Fig. 1: run 1, gate-type map
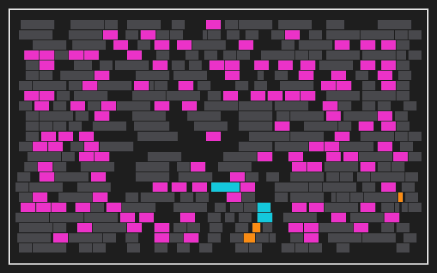
Fig. 2: run 1, congestion heat map
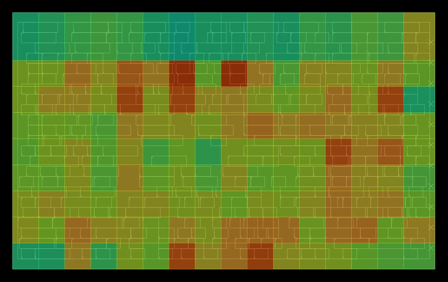
Fig. 3: run 1, close-up of the layout
The bar under the picture is 10 µm long. Region (15, 4) to (40, 29) µm. Cells in gray, sequential cells in the stronger gray; small squares are vias.
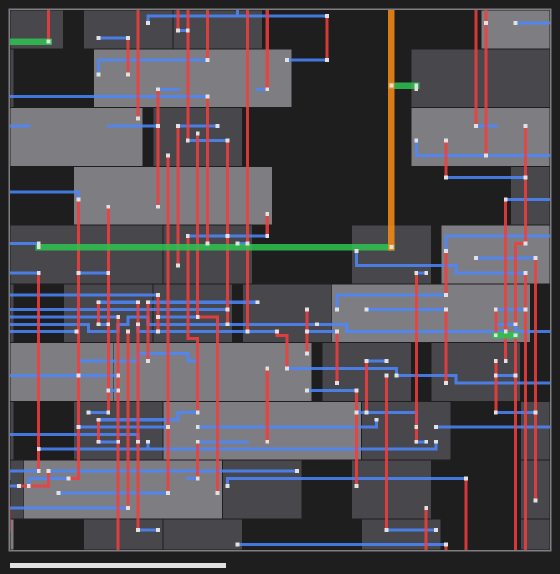
## src/rtl/ex_wb_sequencer_pkg.sv

```systemverilog
// Shared definitions for the execute-to-writeback sequencer: sizes, ALU long-multiply
// encodings, flag bit positions and FSM state encoding.
package ex_wb_sequencer_pkg;

  localparam int unsigned DATA_WIDTH       = 32;
  localparam int unsigned ALUCONTROL_WIDTH = 6;
  localparam int unsigned REG_ADDR_WIDTH   = 4;
  localparam int unsigned FLAGS_WIDTH      = 5;

  localparam int unsigned FLAG_Q = 4;
  localparam int unsigned FLAG_N = 3;
  localparam int unsigned FLAG_Z = 2;
  localparam int unsigned FLAG_C = 1;
  localparam int unsigned FLAG_V = 0;

  localparam logic [ALUCONTROL_WIDTH-1:0] ALU_UMULL = 6'b101010;
  localparam logic [ALUCONTROL_WIDTH-1:0] ALU_UMLAL = 6'b101011;
  localparam logic [ALUCONTROL_WIDTH-1:0] ALU_SMULL = 6'b101100;
  localparam logic [ALUCONTROL_WIDTH-1:0] ALU_SMLAL = 6'b101101;

  typedef enum logic {
    ST_IDLE = 1'b0,
    ST_HI   = 1'b1
  } state_e;

  // One register-file write beat
  typedef struct packed {
    logic [REG_ADDR_WIDTH-1:0] addr;
    logic [DATA_WIDTH-1:0]     data;
  } wb_beat_t;

  function automatic logic is_long_op(input logic [ALUCONTROL_WIDTH-1:0] op);
    return (op == ALU_UMULL) || (op == ALU_UMLAL) || (op == ALU_SMULL) || (op == ALU_SMLAL);
  endfunction

endpackage

```

## src/rtl/ex_wb_sequencer_if.sv

```systemverilog
// ALU-result / register-file / status bus of the writeback sequencer.
interface ex_wb_sequencer_if;
  import ex_wb_sequencer_pkg::*;

  logic                          in_valid;
  logic                          in_ready;
  logic [ALUCONTROL_WIDTH-1:0]   in_alu_control;
  logic [2*DATA_WIDTH-1:0]       in_result;
  logic [REG_ADDR_WIDTH-1:0]     in_rd_lo;
  logic [REG_ADDR_WIDTH-1:0]     in_rd_hi;
  logic                          in_reg_write;
  logic                          in_flag_write;
  logic [FLAGS_WIDTH-1:0]        in_alu_flags;
  logic                          q_clear;
  logic                          flush;
  logic                          rf_we;
  logic [REG_ADDR_WIDTH-1:0]     rf_wa;
  logic [DATA_WIDTH-1:0]         rf_wd;
  logic [FLAGS_WIDTH-1:0]        flags_q;
  logic                          carry_out;
  logic                          busy;

  modport master (
    output in_valid, in_alu_control, in_result, in_rd_lo, in_rd_hi,
           in_reg_write, in_flag_write, in_alu_flags, q_clear, flush,
    input  in_ready, rf_we, rf_wa, rf_wd, flags_q, carry_out, busy
  );

  modport slave (
    input  in_valid, in_alu_control, in_result, in_rd_lo, in_rd_hi,
           in_reg_write, in_flag_write, in_alu_flags, q_clear, flush,
    output in_ready, rf_we, rf_wa, rf_wd, flags_q, carry_out, busy
  );

endinterface

```

## src/rtl/ex_wb_sequencer_status_reg.sv

```systemverilog
// Architectural status register {Q,N,Z,C,V}; Q is sticky and cleared only by q_clear.
module ex_wb_sequencer_status_reg
  import ex_wb_sequencer_pkg::*;
(
  input  logic                   clk,
  input  logic                   rst_n,
  input  logic                   flag_we,
  input  logic [FLAGS_WIDTH-1:0] alu_flags,
  input  logic                   q_clear,
  output logic [FLAGS_WIDTH-1:0] flags_q
);

  logic [FLAGS_WIDTH-1:0] flags_d;
  logic                   q_kept;

  // A same-edge Q set wins over q_clear
  always_comb begin
    flags_d = flags_q;
    q_kept  = flags_q[FLAG_Q] & ~q_clear;
    flags_d[FLAG_Q] = q_kept;
    if (flag_we) begin
      flags_d[FLAG_Q] = q_kept | alu_flags[FLAG_Q];
      flags_d[FLAG_N] = alu_flags[FLAG_N];
      flags_d[FLAG_Z] = alu_flags[FLAG_Z];
      flags_d[FLAG_C] = alu_flags[FLAG_C];
      flags_d[FLAG_V] = alu_flags[FLAG_V];
    end
  end

  always_ff @(posedge clk or negedge rst_n) begin
    if (!rst_n) flags_q <= '0;
    else        flags_q <= flags_d;
  end

endmodule

```

## src/rtl/ex_wb_sequencer.sv

```systemverilog
// Serialises ALU results onto the single register-file write port; long multiplies
// take a second (RdHi) beat, during which upstream is stalled.
module ex_wb_sequencer
  import ex_wb_sequencer_pkg::*;
(
  input  logic               clk,
  input  logic               rst_n,
  ex_wb_sequencer_if.slave   bus
);

  state_e   state_q, state_d;
  logic     rf_we_q, rf_we_d;
  wb_beat_t rf_q, rf_d;
  wb_beat_t hi_q, hi_d;
  logic     accept;
  logic [FLAGS_WIDTH-1:0] flags_q;

  assign bus.in_ready = (state_q == ST_IDLE);
  assign accept       = bus.in_valid & bus.in_ready & ~bus.flush;

  always_comb begin
    state_d = state_q;
    rf_we_d = 1'b0;
    rf_d    = rf_q;
    hi_d    = hi_q;
    case (state_q)
      ST_IDLE: begin
        if (accept && bus.in_reg_write) begin
          rf_we_d = 1'b1;
          rf_d    = '{addr: bus.in_rd_lo, data: bus.in_result[DATA_WIDTH-1:0]};
          if (is_long_op(bus.in_alu_control)) begin
            hi_d    = '{addr: bus.in_rd_hi, data: bus.in_result[2*DATA_WIDTH-1:DATA_WIDTH]};
            state_d = ST_HI;
          end
        end
      end
      ST_HI: begin
        // A flush here discards the pending hi word
        state_d = ST_IDLE;
        if (!bus.flush) begin
          rf_we_d = 1'b1;
          rf_d    = hi_q;
        end
      end
      default: state_d = ST_IDLE;
    endcase
  end

  always_ff @(posedge clk or negedge rst_n) begin
    if (!rst_n) begin
      state_q <= ST_IDLE;
      rf_we_q <= 1'b0;
      rf_q    <= '0;
      hi_q    <= '0;
    end else begin
      state_q <= state_d;
      rf_we_q <= rf_we_d;
      rf_q    <= rf_d;
      hi_q    <= hi_d;
    end
  end

  ex_wb_sequencer_status_reg u_status_reg (
    .clk       (clk),
    .rst_n     (rst_n),
    .flag_we   (accept & bus.in_flag_write),
    .alu_flags (bus.in_alu_flags),
    .q_clear   (bus.q_clear),
    .flags_q   (flags_q)
  );

  assign bus.rf_we     = rf_we_q;
  assign bus.rf_wa     = rf_q.addr;
  assign bus.rf_wd     = rf_q.data;
  assign bus.flags_q   = flags_q;
  assign bus.carry_out = flags_q[FLAG_C];
  assign bus.busy      = (state_q == ST_HI);

endmodule

```

## src/flat_wrapper.sv

```systemverilog
// flat-port wrapper written by rule: the top's interface ports become plain ports
module ex_wb_sequencer_flat import ex_wb_sequencer_pkg::*;
  (clk, rst_n, bus_in_valid, bus_in_alu_control, bus_in_result, bus_in_rd_lo, bus_in_rd_hi, bus_in_reg_write, bus_in_flag_write, bus_in_alu_flags, bus_q_clear, bus_flush, bus_in_ready, bus_rf_we, bus_rf_wa, bus_rf_wd, bus_flags_q, bus_carry_out, bus_busy);
  ex_wb_sequencer_if bus_i ();
  input  logic clk;
  input  logic rst_n;
  input wire logic [$bits(bus_i.in_valid)-1:0] bus_in_valid;
  input wire logic [$bits(bus_i.in_alu_control)-1:0] bus_in_alu_control;
  input wire logic [$bits(bus_i.in_result)-1:0] bus_in_result;
  input wire logic [$bits(bus_i.in_rd_lo)-1:0] bus_in_rd_lo;
  input wire logic [$bits(bus_i.in_rd_hi)-1:0] bus_in_rd_hi;
  input wire logic [$bits(bus_i.in_reg_write)-1:0] bus_in_reg_write;
  input wire logic [$bits(bus_i.in_flag_write)-1:0] bus_in_flag_write;
  input wire logic [$bits(bus_i.in_alu_flags)-1:0] bus_in_alu_flags;
  input wire logic [$bits(bus_i.q_clear)-1:0] bus_q_clear;
  input wire logic [$bits(bus_i.flush)-1:0] bus_flush;
  output wire logic [$bits(bus_i.in_ready)-1:0] bus_in_ready;
  output wire logic [$bits(bus_i.rf_we)-1:0] bus_rf_we;
  output wire logic [$bits(bus_i.rf_wa)-1:0] bus_rf_wa;
  output wire logic [$bits(bus_i.rf_wd)-1:0] bus_rf_wd;
  output wire logic [$bits(bus_i.flags_q)-1:0] bus_flags_q;
  output wire logic [$bits(bus_i.carry_out)-1:0] bus_carry_out;
  output wire logic [$bits(bus_i.busy)-1:0] bus_busy;
  assign bus_i.in_valid = bus_in_valid;
  assign bus_i.in_alu_control = bus_in_alu_control;
  assign bus_i.in_result = bus_in_result;
  assign bus_i.in_rd_lo = bus_in_rd_lo;
  assign bus_i.in_rd_hi = bus_in_rd_hi;
  assign bus_i.in_reg_write = bus_in_reg_write;
  assign bus_i.in_flag_write = bus_in_flag_write;
  assign bus_i.in_alu_flags = bus_in_alu_flags;
  assign bus_i.q_clear = bus_q_clear;
  assign bus_i.flush = bus_flush;
  assign bus_in_ready = bus_i.in_ready;
  assign bus_rf_we = bus_i.rf_we;
  assign bus_rf_wa = bus_i.rf_wa;
  assign bus_rf_wd = bus_i.rf_wd;
  assign bus_flags_q = bus_i.flags_q;
  assign bus_carry_out = bus_i.carry_out;
  assign bus_busy = bus_i.busy;
  ex_wb_sequencer u_core (.clk(clk), .rst_n(rst_n), .bus(bus_i));
endmodule
```

## config.mk

```make
export PLATFORM = sky130hd
export DESIGN_NAME = ex_wb_sequencer_flat
export DESIGN_NICKNAME = d
export VERILOG_FILES = /design/src/rtl/ex_wb_sequencer_pkg.sv /design/src/rtl/ex_wb_sequencer_if.sv /design/src/rtl/ex_wb_sequencer_status_reg.sv /design/src/rtl/ex_wb_sequencer.sv /design/src/flat_wrapper.sv
export SDC_FILE = /design/constraint.sdc
export NUM_CORES = 1
export LEC_CHECK = 0
export CORE_ASPECT_RATIO = 0.6
export CORE_MARGIN = 1
export CORE_UTILIZATION = 47
export DETAILED_ROUTE_END_ITERATION = 10
export PLACE_DENSITY = 0.92
export SLEW_MARGIN = 0
export SYNTH_ARGS = -nofsm -noshare
export SYNTH_HDL_FRONTEND = slang
export SYNTH_SLANG_ARGS = --single-unit
```

## constraint.sdc

```tcl
create_clock -name clk -period 4 [get_ports clk]
set_clock_uncertainty 0.1 [all_clocks]
set_input_delay 0.6 -clock clk [delete_from_list [all_inputs] [get_ports clk]]
set_output_delay 0.6 -clock clk [all_outputs]
set_load 0.03 [all_outputs]
```

==> summary.txt, run 1 <==
yosys + openroad results -> status=finished with violations, failing checks=design-rule violations, Hold WC Path Type=primary input to asynchronous set/reset pin, Area Overhead vs Synth=50.3%, Post-route DRC=11, DR vias=2249, WL met1=3.26 mm, most frequent logic cell in the layout=clkdlybuf4s50_1, drt wl/cell=17.2 µm, Die W=112 µm, Core Area=6820 µm², Reg area=a little under 2000 µm², CP max FO=41, Switching Share=26.1%, Floorplan Nets=303, Via density=roughly 5.1, final hold slack=about 0.33 ns, R2R Path End=u_core.bus.rf_wd[24], Data arrival, critical path=2.16 ns, Max Root-Sink Buffers=2, fp util=between 40% and 50%, Power Density=489 nW/µm², routed length on met2=3.64 mm, Post-Syn Area=between 3000 and 4000 µm², Worst Tran Pin Value=1.03 ns, Crit path depth=1, IO buf count=133, register-to-register setup slack=1.58 ns, yosys warns=0, site row count=23, CTS sink count=79, leakage power=2.15 nW, Clock power frac=35.0%, CP max-delay cell=dfrtp_2, WL final=~7.6 mm, Distinct cells, synth=16, total I/O pin count=between 100 and 150, Tool Warnings=27, crit start category=flip-flop, n_diodes=0, maximum VDD drop=278 µV, first-pass detailed-route iteration total=7, combinational share of power=24.7%, Synth Register Bits=79, placed insts=424, max-cap violation count=0, GRT Util Overall=between 20% and 30%, Worst setup EP type=primary output, DR top layer=met4, antenna-violating nets left=0, max incr delay on CP=1.01 ns, Max Fclk=0.349 GHz, met3 wire len=626 µm, Pwr Total=2.50 mW, clk_lat worst skew=0.33 ns, post-cts resize count=0, DR iter-0 viols=around 70, Setup-failing EPs final=0, Flop pwr share=40.3%, Slew headroom=30.2%, worst reg2reg path depth=4, critical path class=flip-flop to primary output, CP Cell Sequence=clkdlybuf4s50_1, most frequent cells in the layout=clkdlybuf4s50_1, mux2_2, dfrtp_1, Synth Area per Inst=approximately 16 µm², # Cells Yosys=around 210, GRT overflow=0, clk root buf=clkbuf_16, Power Internal=1.85 mW, ratio of cells with drive above 1 in the final layout=37.1%, Synth Seq Share=58.2%, Nets=438, Die ar.=roughly 7600 µm², synthesis area per yosys=3400 µm², CTS Buf Count=9, worst r2r src=u_core.bus.busy, Fin Setup TNS=0 ns, CTS Hold Buffers Added=0, post-layout min period=2.86 ns, routability congestion estimate=0.699, global-route wire length before repair=about 12 mm, number of fill cells in the layout=470, delay-heaviest family, CP=flip-flops, die span in y=67.9 µm, switching power total=about 0.65 mW, Crit path required time=3.30 ns, worst path buffer plus inverter count=1, largest net degree at the start of global routing=~80, vias in the first global route=2438, MI comb area=between 1000 and 1500 µm², htree depth=3, DP HPWL=5.09 mm, Final Hold Vio Count=0, Synth Instances=213, fin cells=440, Max Slew Vio Count=0, CTS tree=yes, RSZ-0062 raised after global routing=no, initial antenna violation count=0, Setup Fix Bufs, Post-CTS=0, fin crit share=71.6%, Worst-path clk slew=0.06 ns
Back to the opening pictures, Fig. 1:
orange -> nand cells  # cells 3
magenta -> mux cells  # cells 112, where all over the die
cyan -> nor cells  # cells 3

Back to the opening pictures, Fig. 2:
GRT Max-Usage Layer: met2
met3 Use GR: 7.88%

Back to the opening pictures, Fig. 3:
blue -> M1
green -> M3
orange -> M4
red -> M2
sequential cells in the window = 10
netlist names of flops here include = u_core.bus.rf_wd (5), u_core.hi_q (4)
most frequent = mux2_2 (10), dfrtp_1 (10), clkdlybuf4s50_1 (8)
cells with their middle in the window = 30

-- run 1: stage by stage --
stage	worst slack, ns	util, %	instance area, µm²
3_3_place_gp	1.38	70.1	4780
3_5_place_dp	1.35	70.1	4780
4_1_cts	1.10	74.8	5100
5_1_grt	1.04	74.8	5100
2_1_floorplan	1.94	-	3400
6_report	1.14	74.8	5100
-- run 1: cell type report --
cell class	instances	area share, %
clock inverters	3	1.27
well taps	87	2.13
flip-flops and latches	79	38.8
inverters	2	0.147
clock buffers	13	5.10
repair buffers	135	26.3
multi-input cells	121	26.3
-- run 1: cells in the mapped netlist, drive strengths merged --
library cell	number	area share [%]
dfrtp	79	58
nor4bb	1	0.29
buf	11	2.2
nand2b	1	0.18
nand2	1	0.11
nand4b	1	0.26
nor4	1	0.63
inv	2	0.22
mux2	112	37
a21oi	1	0.15
xnor2	1	0.26
o21ai	1	0.15
nor2	1	0.18
-- run 1: per-layer routing --
layer | GRT usage, % | up-vias
met5 | 0 | -
li1 | - | 1033
met1 | 25.4 | 1125
met2 | 37.1 | 82
met3 | 7.88 | 9
met4 | 8.11 | 0
-- run 1: state kept, by name, indices dropped and copies added, names as in the netlist --
| name | count |
|---|---|
| u_core.bus.busy | 1 |
| u_core.bus.rf_wa | 4 |
| u_core.bus.rf_wd | 32 |
| u_core.bus.rf_we | 1 |
| u_core.hi_q | 36 |
| u_core.u_status_reg.flags_q | 5 |
-- run 1: kinds of logic (layout without fill, tap and decap cells) --
logic type	after synthesis	in the layout	synth area share [%]
xor gates and xnor gates	1	1	0.258
muxes	112	112	37.1
AOI/OAI and AO/OA	2	2	0.294
and+or+nand+nor	6	6	1.66
buffers and inverters	13	153	2.47
DFF	79	79	58.2
-- run 1: worst register-to-register path: cells and delay by family (launching register included) --
kind                   cells  cell delay [ns]
buffers and inverters      1             0.44
muxes                      1             0.44
and+or+nand+nor            1             0.12
DFF                        1             1.01
AOI/OAI and AO/OA          1             0.19
-- run 1: how the worst max path moves through the flow --
stage                                from                        endpoint
floorplan           bus_in_alu_control[2]                 u_core.hi_q[10]
global placement                bus_flush  u_core.u_status_reg.flags_q[1]
detailed placement              bus_flush                  u_core.hi_q[2]
CTS                       u_core.bus.busy                        bus_busy
global route              u_core.bus.busy                        bus_busy
finish                    u_core.bus.busy                        bus_busy
-- run 1: power groups by stage --
stage | logic (mW) | registers, mW | clock network, mW
3_3_place_gp | 0.608 | 1.01 | 0
5_1_grt | 0.650 | 1.02 | 0.929
2_1_floorplan | 0.158 | 1.17 | 0
4_1_cts | 0.625 | 1.01 | 0.897
6_report | 0.617 | 1.01 | 0.874
3_5_place_dp | 0.621 | 1.02 | 0
==> run 2: changes to the inputs <==
Settings changed: CORE_UTILIZATION 47 to 39, PLACE_DENSITY 0.92 to 0.82.
Clock period 4 ns to 2.55 ns, I/O delays scaled along.
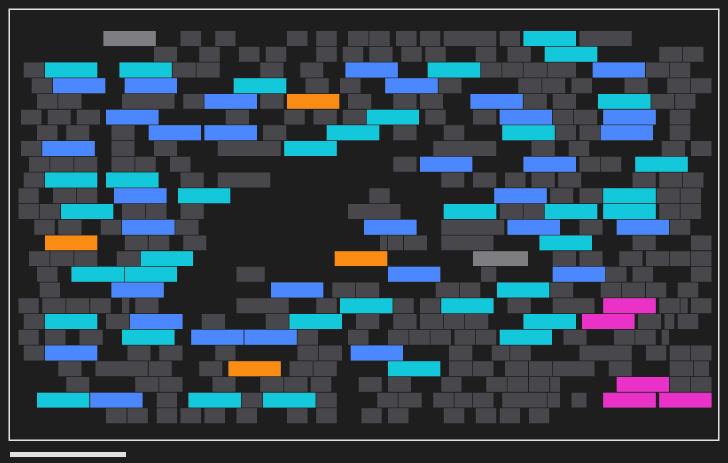
Fig. 4. Register map, names as in the netlist (run 2).
The bar under the picture is 20 µm long.
blue -> u_core.bus.rf_wd  # sequential cells 32
orange -> u_core.bus.rf_wa  # sequential cells 4
cyan -> u_core.hi_q  # sequential cells 36, where all over the die
magenta -> u_core.u_status_reg.flags_q  # sequential cells 5, where lower right
not colored = 2

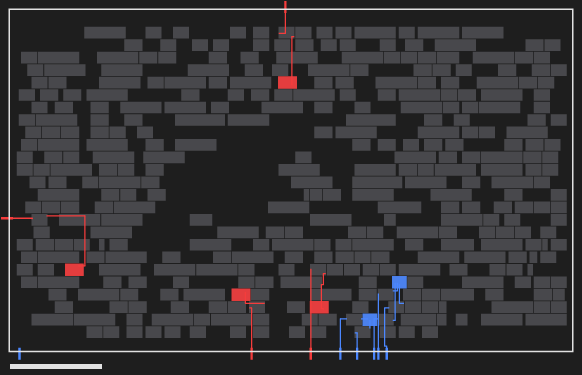
Fig. 5. I/O nets highlighted (run 2).
The bar under the picture is 20 µm long.
blue -> bus_in_alu_control  # direction input, end cells 2, buffers 5, wire 61.4 µm
red -> bus_in_rd_hi  # direction input, end cells 4, buffers 4, wire 85.0 µm

==> run 2 against run 1 <==
Effect of this change:
- the run now ends clean
- core utilization shrank 11 points
- worst hold slack lost 0.23 ns
- sequential share of layout area shrank 0.71 points
- worst setup slack lost 0.65 ns
- combinational power grew 57%
- clock power grew 69%
- critical path type unchanged
- largest power group unchanged
==> summary.txt, run 2 <==
yosys + openroad results -> Worst-path clk slew=0.06 ns (about the same), die span in y=74.3 µm (+9.5%), post-cts resize count=0 (unchanged), WL final=7.58 mm (unchanged), most frequent cells in the layout=clkdlybuf4s50_1, mux2_2, dfrtp_1, Post-Syn Area=3400 µm² (unchanged), aoi share=0.295% (unchanged), largest net degree at the start of global routing=80 (unchanged), Crit path required time=2.07 ns (-1.23 ns), ratio of cells with drive above 1 in the final layout=37.7% (+0.64 points), max reg flops=36 (unchanged), Multiplexer share=37.1% (unchanged), fin cells=463 (+5.2%), crit start category=flip-flop, Biggest register=u_core.hi_q, CTS Hold Buffers Added=0 (unchanged), Max Slew Vio Count=0 (unchanged), Nets=441 (+0.68%), Die ar.=9100 µm² (+20%), Core Area=8160 µm² (+20%), Adder Share, Synth=0% (unchanged), CTS tree=yes, Worst setup EP type=primary output, asr flop ratio synth=100% (unchanged), drt wl/cell=16.4 µm (-5.0%), Synth area leader=dfrtp_1, max-cap violation count=0 (unchanged), Synth Seq Share=58.2% (unchanged), DR iter-0 viols=73 (+4.3%), global-route wire length before repair=12.3 mm (+1.4%), antenna-violating nets left=0 (unchanged), worst r2r src=u_core.bus.busy, Die W=122 µm (+9.6%), status=completed, top-count cell post-synth=mux2_2, placed insts=448 (+5.7%), first-pass detailed-route iteration total=4 (-3), Area leader share=58.2% (unchanged), fp util=41.6% (-8.2 points), Max Root-Sink Buffers=2 (unchanged), yosys warns=0 (unchanged), Via density=4.81 (-5.9%), Fin Setup TNS=0 ns (unchanged), Synth Register Bits=79 (unchanged), post-layout min period=~2.1 ns, DP HPWL=5.33 mm (+4.8%), clk_lat worst skew=0.33 ns (about the same), GRT Util Overall=18.7% (-2.9 points), htree depth=3 (unchanged), site row count=25 (+8.7%), synth cell count leaders=mux2_2, dfrtp_1, buf_2, CTS Buf Count=9 (unchanged), CP max FO=8 (-80%), Power Density=773 nW/µm² (+58%), critical path class=flip-flop to primary output, ys flop type=dfrtp_1, post-place setup slack=0.304 ns (-1.05 ns), Post-route DRC=0 (-11), CTS sink count=79 (unchanged), fin crit share=between 80% and 90%, comb area leader=multiplexers, top cells by area=dfrtp_1, mux2_2, buf_2, Data arrival, critical path=1.58 ns (-0.58 ns), vias in the first global route=2451 (+0.53%), EDFF count, synth=0 (unchanged), final worst slack=0.488 ns (-0.647 ns), Tool Warnings=27 (unchanged), Distinct cells, synth=16 (unchanged), Setup-failing EPs final=0 (unchanged), Area Overhead vs Synth=53.1%, Floorplan Nets=303 (unchanged), RSZ-0062 raised after global routing=no, Synth Area per Inst=15.9 µm² (unchanged), number of fill cells in the layout=610 (+30%), initial antenna violation count=0 (unchanged), Synth Instances=213 (unchanged), Setup Fix Bufs, Post-CTS=0 (unchanged), DR vias=2226 (-1.0%), Worst Tran Pin Value=0.982 ns (-0.0519 ns), IO buf count=133 (unchanged), most frequent logic cell in the layout=clkdlybuf4s50_1, Design Area, Final=5200 µm² (+1.9%), R2R Path End=u_core.hi_q[1], Simple-Gate Fraction of Synth Area=1.66% (unchanged), dpl cell area=4850 µm² (+1.5%), # Cells Yosys=213 (unchanged), Final Hold Vio Count=0 (unchanged), Slew headroom=34.6% (+4.4 points), clk root buf=clkbuf_16, register-to-register setup slack=0.84 ns (-0.74 ns), Hold WC Path Type=primary input to asynchronous set/reset pin, GRT overflow=0 (unchanged), Max Fclk=0.485 GHz, n_diodes=0 (unchanged), leakage power=2.18 nW (+1.4%), maximum VDD drop=404 µV (+46%), XORs/XNORs by Area=0.258% (unchanged), total I/O pin count=135 (unchanged), synthesis area per yosys=3400 µm² (unchanged), worst reg2reg path depth=3 (-1), routability congestion estimate=0.705 (+0.96%)
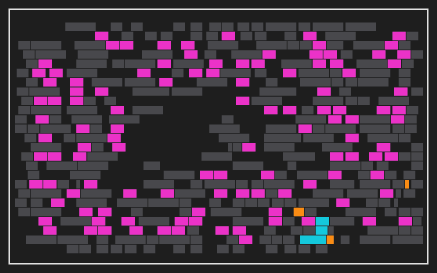
Fig. 6. Gate-type map (run 2).
magenta -> mux cells  # cells 112, where all over the die
cyan -> nor cells  # cells 3
orange -> nand cells  # cells 3

-- run 2: cell counts after synthesis --
No cell type changed its count.
-- run 2: per-layer routing --
metal / wire [µm] / track usage (%)
met1: 3460 / 22.9
met2: 3460 / 29.8
met3: 568 / 7.90
met4: 87 / 6.91
met5: 0 / 0
-- run 2: worst max-delay path by stage --
stage	endpoint	cells after the start	slack (ns)	startpoint
2_1_floorplan	u_core.hi_q[10]	3	0.65	u_core.bus.busy
3_3_place_gp	u_core.hi_q[27]	5	0.35	bus_flush
3_5_place_dp	u_core.hi_q[1]	5	0.30	bus_flush
4_1_cts	bus_in_ready	2	0.45	u_core.bus.busy
5_1_grt	bus_in_ready	2	0.42	u_core.bus.busy
6_report	bus_in_ready	2	0.49	u_core.bus.busy
-- run 2: power by group --
group          total, mW  internal, mW  switching [mW]
sequential          1.57          1.47           0.104
clock               1.48          1.00           0.476
combinational      0.967         0.522           0.445
-- run 2: critical path, stage by stage, from the launching register on --
cell and delay, ns:
dfrtp_2 0.48, inv_1 0.08, clkdlybuf4s50_1 0.68
-- run 2: cell type report --
cell class / count / area [µm²] / area share (%)
flip-flops and latches: 79 / 1980 / 38.0
repair buffers: 138 / 1390 / 26.8
multi-input cells: 121 / 1340 / 25.8
clock buffers: 12 / 256 / 4.93
well taps: 108 / 135 / 2.60
clock inverters: 3 / 90.1 / 1.73
inverters: 2 / 7.51 / 0.144
-- run 2: kinds of logic (layout without fill, tap and decap cells) --
logic type,count (synthesis),in the layout
AND-OR/OR-AND,2,2
XOR/XNOR,1,1
buffers and inverters,13,155
flip-flops,79,79
multiplexers,112,112
AND/OR/NAND/NOR,6,6
-- run 2: metrics by stage --
step                utilization [%]  hold WS (ns)  power [mW]
floorplan                         -       -0.0131        2.08
global placement               59.4         0.367        2.54
detailed placement             59.4         0.377        2.57
CTS                            63.7         0.137        4.08
global route                   63.7         0.171        4.21
finish                         63.7         0.101        4.02
==> run 3: changes to the inputs <==
Settings changed: CORE_UTILIZATION 39 to 43, PLACE_DENSITY 0.82 to 0.85.
Clock period 2.55 ns to 2.1 ns, I/O delays scaled along.
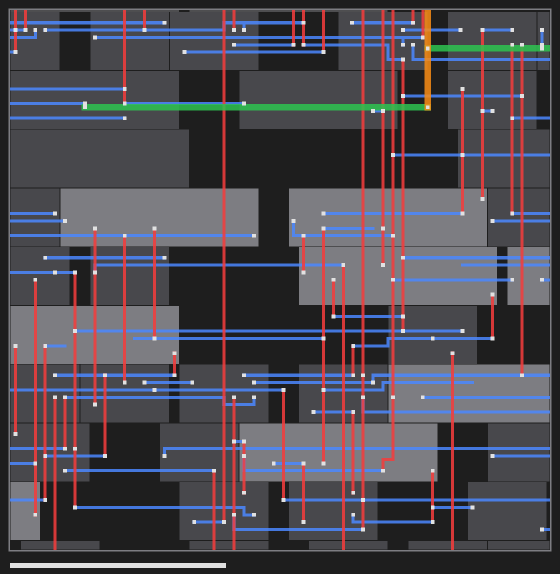
Fig. 7. Close-up of the layout (run 3).
The bar under the picture is 10 µm long. Region (17, 5) to (42, 30) µm. Cells in gray, sequential cells in the stronger gray; small squares are vias.
red -> M2
blue -> M1
green -> M3
orange -> M4
netlist names of flops here include = u_core.bus.rf_wd (3), u_core.hi_q (3)
cells with their middle in the window = 31
most frequent = mux2_2 (14), clkdlybuf4s50_1 (7), dfrtp_1 (6)
sequential cells in the window = 6

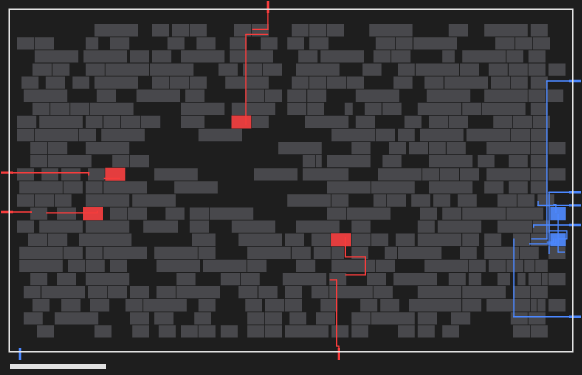
Fig. 8. I/O nets highlighted (run 3).
The bar under the picture is 20 µm long.
red -> bus_in_rd_hi  # direction input, end cells 4, buffers 4, wire 97.1 µm
blue -> bus_in_alu_control  # direction input, end cells 2, buffers 5, wire 129 µm

==> run 3 against run 2 <==
Effect of this change:
- register-to-register slack got worse by 0.46 ns
- first-iteration DRC count decreased by 44%
- combinational power increased by 23%
- sequential power increased by 22%
- sequential share of layout area decreased by 0.23 points
- critical path depth unchanged
- die area decreased by 9.1%
- critical endpoint unchanged
- largest cell class unchanged
- largest power group unchanged
==> summary.txt, run 3 <==
yosys + openroad results -> ratio of cells with drive above 1 in the final layout=39.1% (+1.3 points), status=completed, max-cap violation count=0 (unchanged), CTS Buf Count=9 (unchanged), vias in the first global route=2455 (+0.16%), yosys warns=0 (unchanged), fp util=45.6% (+4.0 points), Die W=117 µm (-4.7%), met1 usage in global routing=27.6% (+4.6 points), initial antenna violation count=0 (unchanged), Nets=446 (+1.1%), fin crit share=94.8%, die span in y=70.9 µm (-4.6%), Data arrival, critical path=1.58 ns (about the same), DR vias=2254 (+1.3%), Slew headroom=71.0% (+36 points), routability congestion estimate=0.721 (+2.3%), Distinct cells, synth=16 (unchanged), first-pass detailed-route iteration total=3 (-1), asr flop ratio synth=100% (unchanged), Via density=4.85 (+0.82%), Biggest register=u_core.hi_q, CTS sink count=79 (unchanged), critical path class=flip-flop to primary output, drt wl/cell=17.2 µm (+4.7%), Crit path required time=1.68 ns (-0.39 ns), # Cells Yosys=213 (unchanged), Hold WC Path Type=flip-flop to flip-flop, post-layout min period=1.99 ns, WL final=7.98 mm (+5.2%), max reg flops=36 (unchanged), post-cts resize count=0 (unchanged), placed insts=448 (unchanged), DR iter-0 viols=41 (-44%), dpl cell area=4890 µm² (+0.72%), n_diodes=0 (unchanged), CTS tree=yes, Area Overhead vs Synth=54.0%, Synth Area per Inst=15.9 µm² (unchanged), Synth Register Bits=79 (unchanged), most frequent cells in the layout=clkdlybuf4s50_1, mux2_2, dfrtp_1, largest net degree at the start of global routing=48 (-40%), Max Slew Vio Count=0 (unchanged), Post-route DRC=0 (unchanged), total I/O pin count=135 (unchanged), Worst setup EP type=primary output, htree depth=3 (unchanged), Worst-path clk slew=0.06 ns (about the same), Synth area leader=dfrtp_1, RSZ-0062 raised after global routing=no, number of fill cells in the layout=545 (-11%), top-count cell post-synth=mux2_2, IO buf count=133 (unchanged), antenna-violating nets left=0 (unchanged), GRT Max-Usage Layer=met2, Worst Tran Pin Value=0.435 ns (-0.546 ns), CP max FO=8 (unchanged), synthesis area per yosys=3400 µm² (unchanged), DP HPWL=5.72 mm (+7.2%), clk_lat worst skew=0.33 ns (about the same)
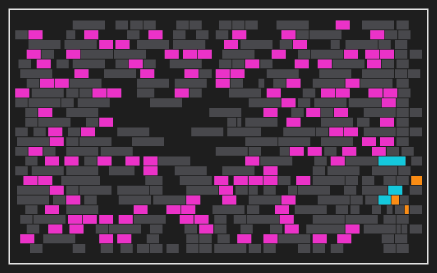
Fig. 9. Gate-type map (run 3).
magenta -> mux cells  # cells 112, where all over the die
orange -> nand cells  # cells 3
cyan -> nor cells  # cells 3
logic share of the area: 25.6%
most frequent logic cell in the layout: clkdlybuf4s50_1
fin cells: 465

==> run 3: path summary, 6_finish.rpt <==
path	slack [ns]	startpoint	cells past startpoint	end
worst max-delay path	0.11	u_core.bus.busy	2	bus_in_ready
worst min-delay path	0.38	u_core.hi_q[12]	1	u_core.hi_q[12]
worst max register to register	0.38	u_core.bus.busy	3	u_core.hi_q[0]
worst min register to register	0.38	u_core.hi_q[12]	1	u_core.hi_q[12]
max in group asynchronous	0.89	rst_n	3	u_core.bus.busy
min in group asynchronous	0.39	rst_n	2	u_core.hi_q[19]
==> run 3: logic make-up (layout without fill, tap and decap cells) <==
kind of cell           count (synthesis)  count (layout)  share of synthesized area (%)
buffers and inverters                 13             161                           2.47
AND-OR/OR-AND                          2               2                          0.294
multiplexers                         112             112                           37.1
flip-flops                            79              79                           58.2
XOR/XNOR                               1               1                          0.258
AND/OR/NAND/NOR                        6               6                           1.66
==> run 3: repair_timing <==
action	4_1_cts	5_1_grt
buffers inserted	0	0
hold buffers	1	0
endpoints found under the hold margin	32	0
==> run 3: through the flow <==
step / utilization [%] / setup WS [ns] / setup TNS (ns)
after global placement: 65.6 / 0.0150 / 0
after detailed placement: 65.6 / -0.0140 / -0.0647
final: 70.2 / 0.110 / 0
after global routing: 70.2 / 0.0524 / 0
after floorplan: - / 0.205 / 0
after CTS: 70.2 / 0.0807 / 0
==> run 3: cell type report <==
type                            count  area, µm²  area share [%]
Clock buffer                       11        253            4.83
Clock inverter                      5       80.1            1.53
Inverter                            2       7.51           0.144
Multi-Input combinational cell    121       1340            25.6
Sequential cell                    79       1980            37.8
Tap cell                          104        130            2.49
Timing Repair Buffer              143       1440            27.6
==> run 3: worst max-delay path: stages, from the launching register on <==
cell and delay, ns:
dfrtp_2 0.48, inv_1 0.09, clkdlybuf4s50_1 0.68
==> run 3: report_power, final <==
part / internal [mW] / switching, mW
clock: 1.10 / 0.597
sequential: 1.78 / 0.133
combinational: 0.642 / 0.552
total: 3.53 / 1.28
==> run 3: per-layer routing <==
layer,wire (µm),up-vias
li1,-,1055
met1,3510,1105
met2,3700,85
met3,693,9
met4,74,0
met5,0,-
No activity file was given, so power comes from the tool's default toggle rates.
